$ cat src/rtl/ram_burst_reader.sv
// Burst reader for the `ram` block: issues credit-limited reads and streams the
// returned words downstream through a small FIFO with valid/ready backpressure.

package funcPckg;
  localparam int cRamDepth = 32;
  localparam int cRamWidth = 8;
  localparam int AW        = $clog2(cRamDepth);

  typedef struct packed {
    logic [cRamWidth-1:0] data;
    logic [AW-1:0]        addr;
    logic                 en;
    logic                 wEn;
  } tRamInData;

  typedef struct packed {
    logic [cRamWidth-1:0] data;
    logic [AW-1:0]        addr;
    logic                 dv;
  } tRamOutData;
endpackage

module ram_burst_reader
  import funcPckg::*;
#(
  parameter int cRdLatency = 3,
  parameter int cFifoDepth = 8
) (
  input  logic                 iClk,
  input  logic                 iRst,
  input  logic                 iStart,
  input  logic [AW-1:0]        iBaseAddr,
  input  logic [AW:0]          iLen,
  output logic                 oBusy,
  output logic                 oDone,
  output logic                 oErr,
  output tRamInData            oRam,
  input  tRamOutData           iRam,
  output logic [cRamWidth-1:0] oData,
  output logic [AW-1:0]        oAddr,
  output logic                 oValid,
  output logic                 oLast,
  input  logic                 iReady
);

  localparam int cPtrW = $clog2(cFifoDepth);
  localparam int cCntW = cPtrW + 1;
  localparam int cOutW = $clog2(cRdLatency + 1);

  typedef enum logic [1:0] {IDLE, ISSUE, DRAIN} state_e;

  state_e               r_state, w_next_state;
  logic [AW-1:0]        r_cur_addr, r_exp_addr;
  logic [AW:0]          r_len, r_issued, r_popped;
  logic [cOutW-1:0]     r_outstanding;
  logic [cCntW-1:0]     r_count;
  logic [cPtrW-1:0]     r_wptr, r_rptr;
  logic                 r_err, r_done;
  logic [cRamWidth-1:0] r_fifo_data [cFifoDepth];
  logic [AW-1:0]        r_fifo_addr [cFifoDepth];

  logic                 w_start, w_start_zero, w_has_credit, w_issue;
  logic                 w_push, w_pop, w_last_beat, w_finish;
  logic [cCntW:0]       w_used;

  function automatic logic [AW-1:0] f_next_addr(input logic [AW-1:0] a);
    return (a == AW'(cRamDepth - 1)) ? '0 : a + AW'(1);
  endfunction

  assign w_start      = (r_state == IDLE) && iStart && (iLen != '0);
  assign w_start_zero = (r_state == IDLE) && iStart && (iLen == '0);
  // A read may only be issued if its response is guaranteed a FIFO slot.
  assign w_used       = (cCntW+1)'(r_count) + (cCntW+1)'(r_outstanding);
  assign w_has_credit = w_used < (cCntW+1)'(cFifoDepth);
  assign w_issue      = (r_state == ISSUE) && w_has_credit;
  assign w_push       = iRam.dv && (r_outstanding != '0);
  assign w_pop        = oValid && iReady;
  assign w_last_beat  = (r_popped == r_len - (AW+1)'(1));
  assign w_finish     = (r_state == DRAIN) && w_pop && w_last_beat;

  // NOTE: every signal written here gets a default first, so no latch is inferred.
  always_comb begin
    w_next_state = r_state;
    oRam         = '0;
    if (w_issue) begin
      oRam.en   = 1'b1;
      oRam.addr = r_cur_addr;
    end
    case (r_state)
      IDLE:    if (w_start) w_next_state = ISSUE;
      ISSUE:   if (w_issue && (r_issued == r_len - (AW+1)'(1))) w_next_state = DRAIN;
      DRAIN:   if (w_finish) w_next_state = IDLE;
      default: w_next_state = IDLE;
    endcase
  end

  // NOTE: sequential state uses non-blocking assignments so all registers update together.
  always_ff @(posedge iClk or posedge iRst) begin
    if (iRst) r_state <= IDLE;
    else      r_state <= w_next_state;
  end

  always_ff @(posedge iClk or posedge iRst) begin
    if (iRst) begin
      r_cur_addr    <= '0;
      r_exp_addr    <= '0;
      r_len         <= '0;
      r_issued      <= '0;
      r_popped      <= '0;
      r_outstanding <= '0;
      r_count       <= '0;
      r_wptr        <= '0;
      r_rptr        <= '0;
      r_err         <= 1'b0;
      r_done        <= 1'b0;
    end else begin
      r_done <= w_start_zero || w_finish;
      if (w_start) begin
        r_cur_addr <= iBaseAddr;
        r_exp_addr <= iBaseAddr;
        r_len      <= iLen;
        r_issued   <= '0;
        r_popped   <= '0;
        r_err      <= 1'b0;
      end else begin
        if (w_issue) begin
          r_cur_addr <= f_next_addr(r_cur_addr);
          r_issued   <= r_issued + (AW+1)'(1);
        end
        if (w_push) begin
          r_exp_addr <= f_next_addr(r_exp_addr);
          if (iRam.addr != r_exp_addr) r_err <= 1'b1;
        end
        if (w_pop) r_popped <= r_popped + (AW+1)'(1);
      end

      case ({w_issue, w_push})
        2'b10:   r_outstanding <= r_outstanding + cOutW'(1);
        2'b01:   r_outstanding <= r_outstanding - cOutW'(1);
        default: r_outstanding <= r_outstanding;
      endcase

      case ({w_push, w_pop})
        2'b10:   r_count <= r_count + cCntW'(1);
        2'b01:   r_count <= r_count - cCntW'(1);
        default: r_count <= r_count;
      endcase
      if (w_push) r_wptr <= r_wptr + cPtrW'(1);
      if (w_pop)  r_rptr <= r_rptr + cPtrW'(1);
    end
  end

  // NOTE: FIFO storage has no reset; r_count alone decides which entries are live.
  always_ff @(posedge iClk) begin
    if (w_push) begin
      r_fifo_data[r_wptr] <= iRam.data;
      r_fifo_addr[r_wptr] <= iRam.addr;
    end
  end

  assign oValid = (r_count != '0);
  assign oData  = r_fifo_data[r_rptr];
  assign oAddr  = r_fifo_addr[r_rptr];
  assign oLast  = oValid && w_last_beat;
  assign oBusy  = (r_state != IDLE);
  assign oDone  = r_done;
  assign oErr   = r_err;

endmodule

$ cat config.mk
export PLATFORM = sky130hd
export DESIGN_NAME = ram_burst_reader
export DESIGN_NICKNAME = d
export VERILOG_FILES = /design/src/rtl/ram_burst_reader.sv
export SDC_FILE = /design/constraint.sdc
export NUM_CORES = 1
export LEC_CHECK = 0
export ABC_AREA = 1
export ABC_CLOCK_PERIOD_IN_PS = 2450
export CAP_MARGIN = 0
export CORE_ASPECT_RATIO = 0.75
export CORE_UTILIZATION = 35
export CTS_CLUSTER_SIZE = 14
export DETAILED_ROUTE_END_ITERATION = 8
export DONT_BUFFER_PORTS = 1
export PLACE_DENSITY = 0.47
export SYNTH_ARGS = -nofsm -noshare
export SYNTH_HDL_FRONTEND = slang
export SYNTH_SLANG_ARGS = --single-unit
$ cat constraint.sdc
create_clock -name iClk -period 2.45 [get_ports iClk]
set_input_delay 0.245 -clock iClk [delete_from_list [all_inputs] [get_ports iClk]]
set_output_delay 0.245 -clock iClk [all_outputs]
set_load 0.05 [all_outputs]
### Placed standard cells

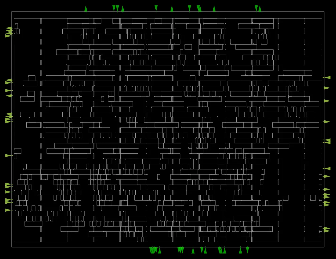
sequential cell area share: 0.5139
Post-Route Utilization: 0.4365

### Where the registers sit

Scale: 3 px per µm. Other sequential cells in the stronger grey, the rest of the logic in the fainter grey.
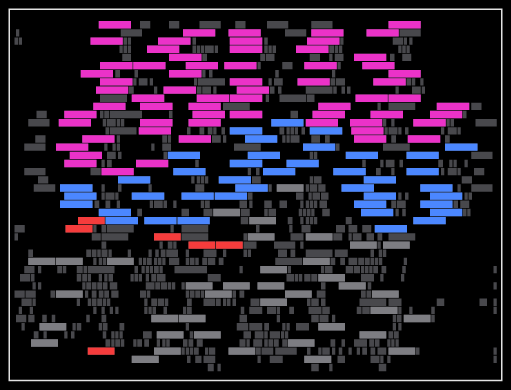
legend:
  red:
    signal: `r_popped`
    sequential_cells: 6
  magenta:
    signal: `r_fifo_data`
    sequential_cells: 64
  blue:
    signal: `r_fifo_addr`
    sequential_cells: 40
    where: a band across the middle
storage element area: 4224 µm²
seq pwr: 3.67 mW

==> deck_impl_summary.md <==
Synthesis and Place & Route Summary

Route
  – Vias per cell: 4.936
  – WL per Instance: 16.27 µm
  – ANT nets after route: 0
  – Drt first pass iters: 6

Layout
  – Most instantiated logic cells after routing: 117 x nand2_1, 116 x nor2_1, 104 x edfxtp_1, 50 x inv_1, 49 x o21ai_0
  – N_diodes: 0
  – Final Instance Count excl. Fillers: 975
  – Area growth, synth to finish: 19.82%
  – Share of layout cells above drive strength 1: 0.1209
  – Fillers: 1783
  – Most used logic cell in the final layout: nand2_1

Yosys
  – Synth cell types: 37
  – Area leader share: 0.4552
  – Top-count cell post-synth: nand2_1
  – Commonest cells in the netlist: 118 x nand2_1, 117 x nor2_1, 104 x edfxtp_1, 52 x inv_1, 49 x o21ai_0
  – AO/OA Area Share: 0.08608
  – Post-Syn Area: 6860 µm²
  – Synth Area in XOR/XNOR: 0.02426
  – Top area cell types: edfxtp_1 46%, dfrtp_1 16%, nand2_1 6.5%, nor2_1 6.4%, o21ai_0 3.6%
  – Largest area contributor in the synthesized netlist: edfxtp_1
  – Mean area per synthesized cell: 10.32 µm²
  – Yosys cell count: 665
  – EDFF count, synth: 104
  – Fraction of registers with async set or reset after synthesis: 0.2973
  – Area share of fa/ha/maj cells after synthesis: 0.02845
  – Basic Gates by Area: 0.1791
  – Syn Inst Count: 665
  – Yosys warnings: 0

Die
  – Die span in y: 123.2 µm
  – Die X: 163.7 µm
  – Fp_density: 0.3643
  – Die area: 20170 µm²

Critical path
  – Setup crit end: oRam[4]
  – CP cell instances: ha_1 -> nand3_1 -> nand2_1 -> o21ai_0 -> nand2_2 -> buf_4 -> nor2_1 -> buf_4
  – Crit path DRT: 2.20 ns
  – Crit-path most repeated cell: buf_4
  – Worst Setup Path Type: flip-flop to primary output
  – CP max stage delay: 0.41 ns
  – Startpoint Class: flip-flop
  – Worst r2r dst: r_count[3]
  – Slack of the worst reg-to-reg path: 0.21 ns
  – Slowest CP cell: dfrtp_1
  – Worst Reg-to-Reg Cells: 10
  – Setup crit end kind: primary output

Timing
  – Minimum clock period: 2.347 ns
  – Layout Skew: 0.006580 ns
  – Final Hold Vio Count: 0
  – Final setup vio count: 0
  – Worst-margin pin slew: 0.9822 ns
  – Final period util: 0.9581
  – Hold_ws: 0.02480 ns
  – Final Max-Slew Violation Tally: 0
  – Final worst slack: 0.1027 ns

Run
  – Tool warning count: 26
  – Max Cap Viol: 0

Hold path
  – WHS Endpoint: r_cur_addr[3]
  – HP Class: primary input to flip-flop

Pwr
  – Reg power frac: 0.308
  – Pwr dens: 1448 nW/µm²
  – Logic pwr share: 0.482
  – Total power: 11.90 mW
  – VDD IR-drop max: 632.3 µV
  – Switching Power: 5.030 mW
  – Clock Power Share: 0.210

Placement
  – Setup slack at placement: 0.2261 ns
  – Dpl hpwl: 9923 µm
  – RePlAce Congestion: 0.8162
  – Port-buffer cells: 0
  – # placed instances: 923
  – Placed Area: 7433 µm²

Clock network
  – Postcts setup bufs: 0
  – Worst-path clk slew: 0.06 ns
  – Post-CTS Hold Fix Bufs: 20
  – Post_cts resized: 1
  – Clk root buf: clkbuf_16
  – CTS Buf Count: 17
  – Depth of the CTS H-tree: 4
  – CTS sink cnt: 148
  – Max clock buf depth: 2

Global route
  – Grt ovf: 0
  – Pin count of the biggest net entering global routing: 55
  – Vias in the first global route: 4647

Outcome
  – Status: complete, no violations
### Met3 routing

Scale: 2 px per µm.
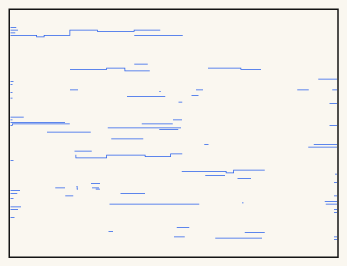
nets with wire on the layer: 63
share of all routed wire: 4.6%
main direction: horizontal
routing usage on met3: 0.03992
WL final: 15860 µm
routed vias: 4813

### Placed cells, one colour a class

Scale: 1.5 px per µm.
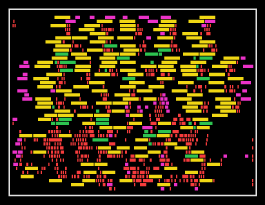
legend:
  yellow:
    class: flip-flops
    cells: 148
    share_of_their_area: 53%
  red:
    class: all other logic
    cells: 490
    share_of_their_area: 31%
  green:
    class: clock drivers and dummy loads
    cells: 32
    share_of_their_area: 7.1%
  magenta:
    class: other buffers and delay cells
    cells: 58
    share_of_their_area: 8.4%
fin area: 8220 µm²
# rows: 43
Core Area: 18830 µm²

[worst max-delay path: cells and delay by family, from the launching register on]
family | cells | cell delay, ns
AND-OR/OR-AND | 1 | 0.10
AND/OR/NAND/NOR | 4 | 0.44
flip-flops | 1 | 0.41
adder cells (fa/ha/maj) | 1 | 0.30
buffers and inverters | 2 | 0.42
[sequential cells by signal (all words and copies together), names as in the netlist, 3 cells and up]
signal,flops
r_rptr,3
r_cur_addr,5
r_fifo_addr,40
r_len,6
r_fifo_data,64
r_issued,6
r_popped,6
r_wptr,3
r_count,4
r_exp_addr,5
[per-layer routing]
metal,GRT usage,up-vias,routed length [µm],share of wire
li1,-,2348,-,-
met2,0.2516,116,6831,0.43
met5,0,-,0,0
met1,0.2456,2342,8225,0.52
met3,0.03992,7,722,0.046
met4,0.04109,0,81,0.0051
[layout make-up]
cell class	instances	area [µm²]	area share
Inverter	57	214.0	0.02603
Clock inverter	14	136.4	0.01659
Clock buffer	18	429.2	0.05221
Tap cell	247	309.0	0.03760
Multi-Input combinational cell	433	2243	0.2729
Sequential cell	148	4224	0.5139
Timing Repair Buffer	58	664.4	0.08082
[stage by stage]
| step | TNS [ns] | util |
|---|---|---|
| 2_1_floorplan | 0 | - |
| 3_3_place_gp | 0 | 0.3948 |
| 3_5_place_dp | 0 | 0.3948 |
| 4_1_cts | 0 | 0.4355 |
| 5_1_grt | -0.004575 | 0.4365 |
| 6_report | 0 | 0.4365 |
[power by group through the flow]
| stage | Combinational [mW] | Sequential (mW) | Clock [mW] |
|---|---|---|---|
| global route | 6.31 | 3.73 | 2.66 |
| detailed placement | 5.69 | 3.71 | 0 |
| floorplan | 3.88 | 3.61 | 0 |
| finish | 5.74 | 3.67 | 2.49 |
| global placement | 5.63 | 3.70 | 0 |
| CTS | 5.76 | 3.67 | 2.56 |
Power is estimated from default activity; no workload was simulated.
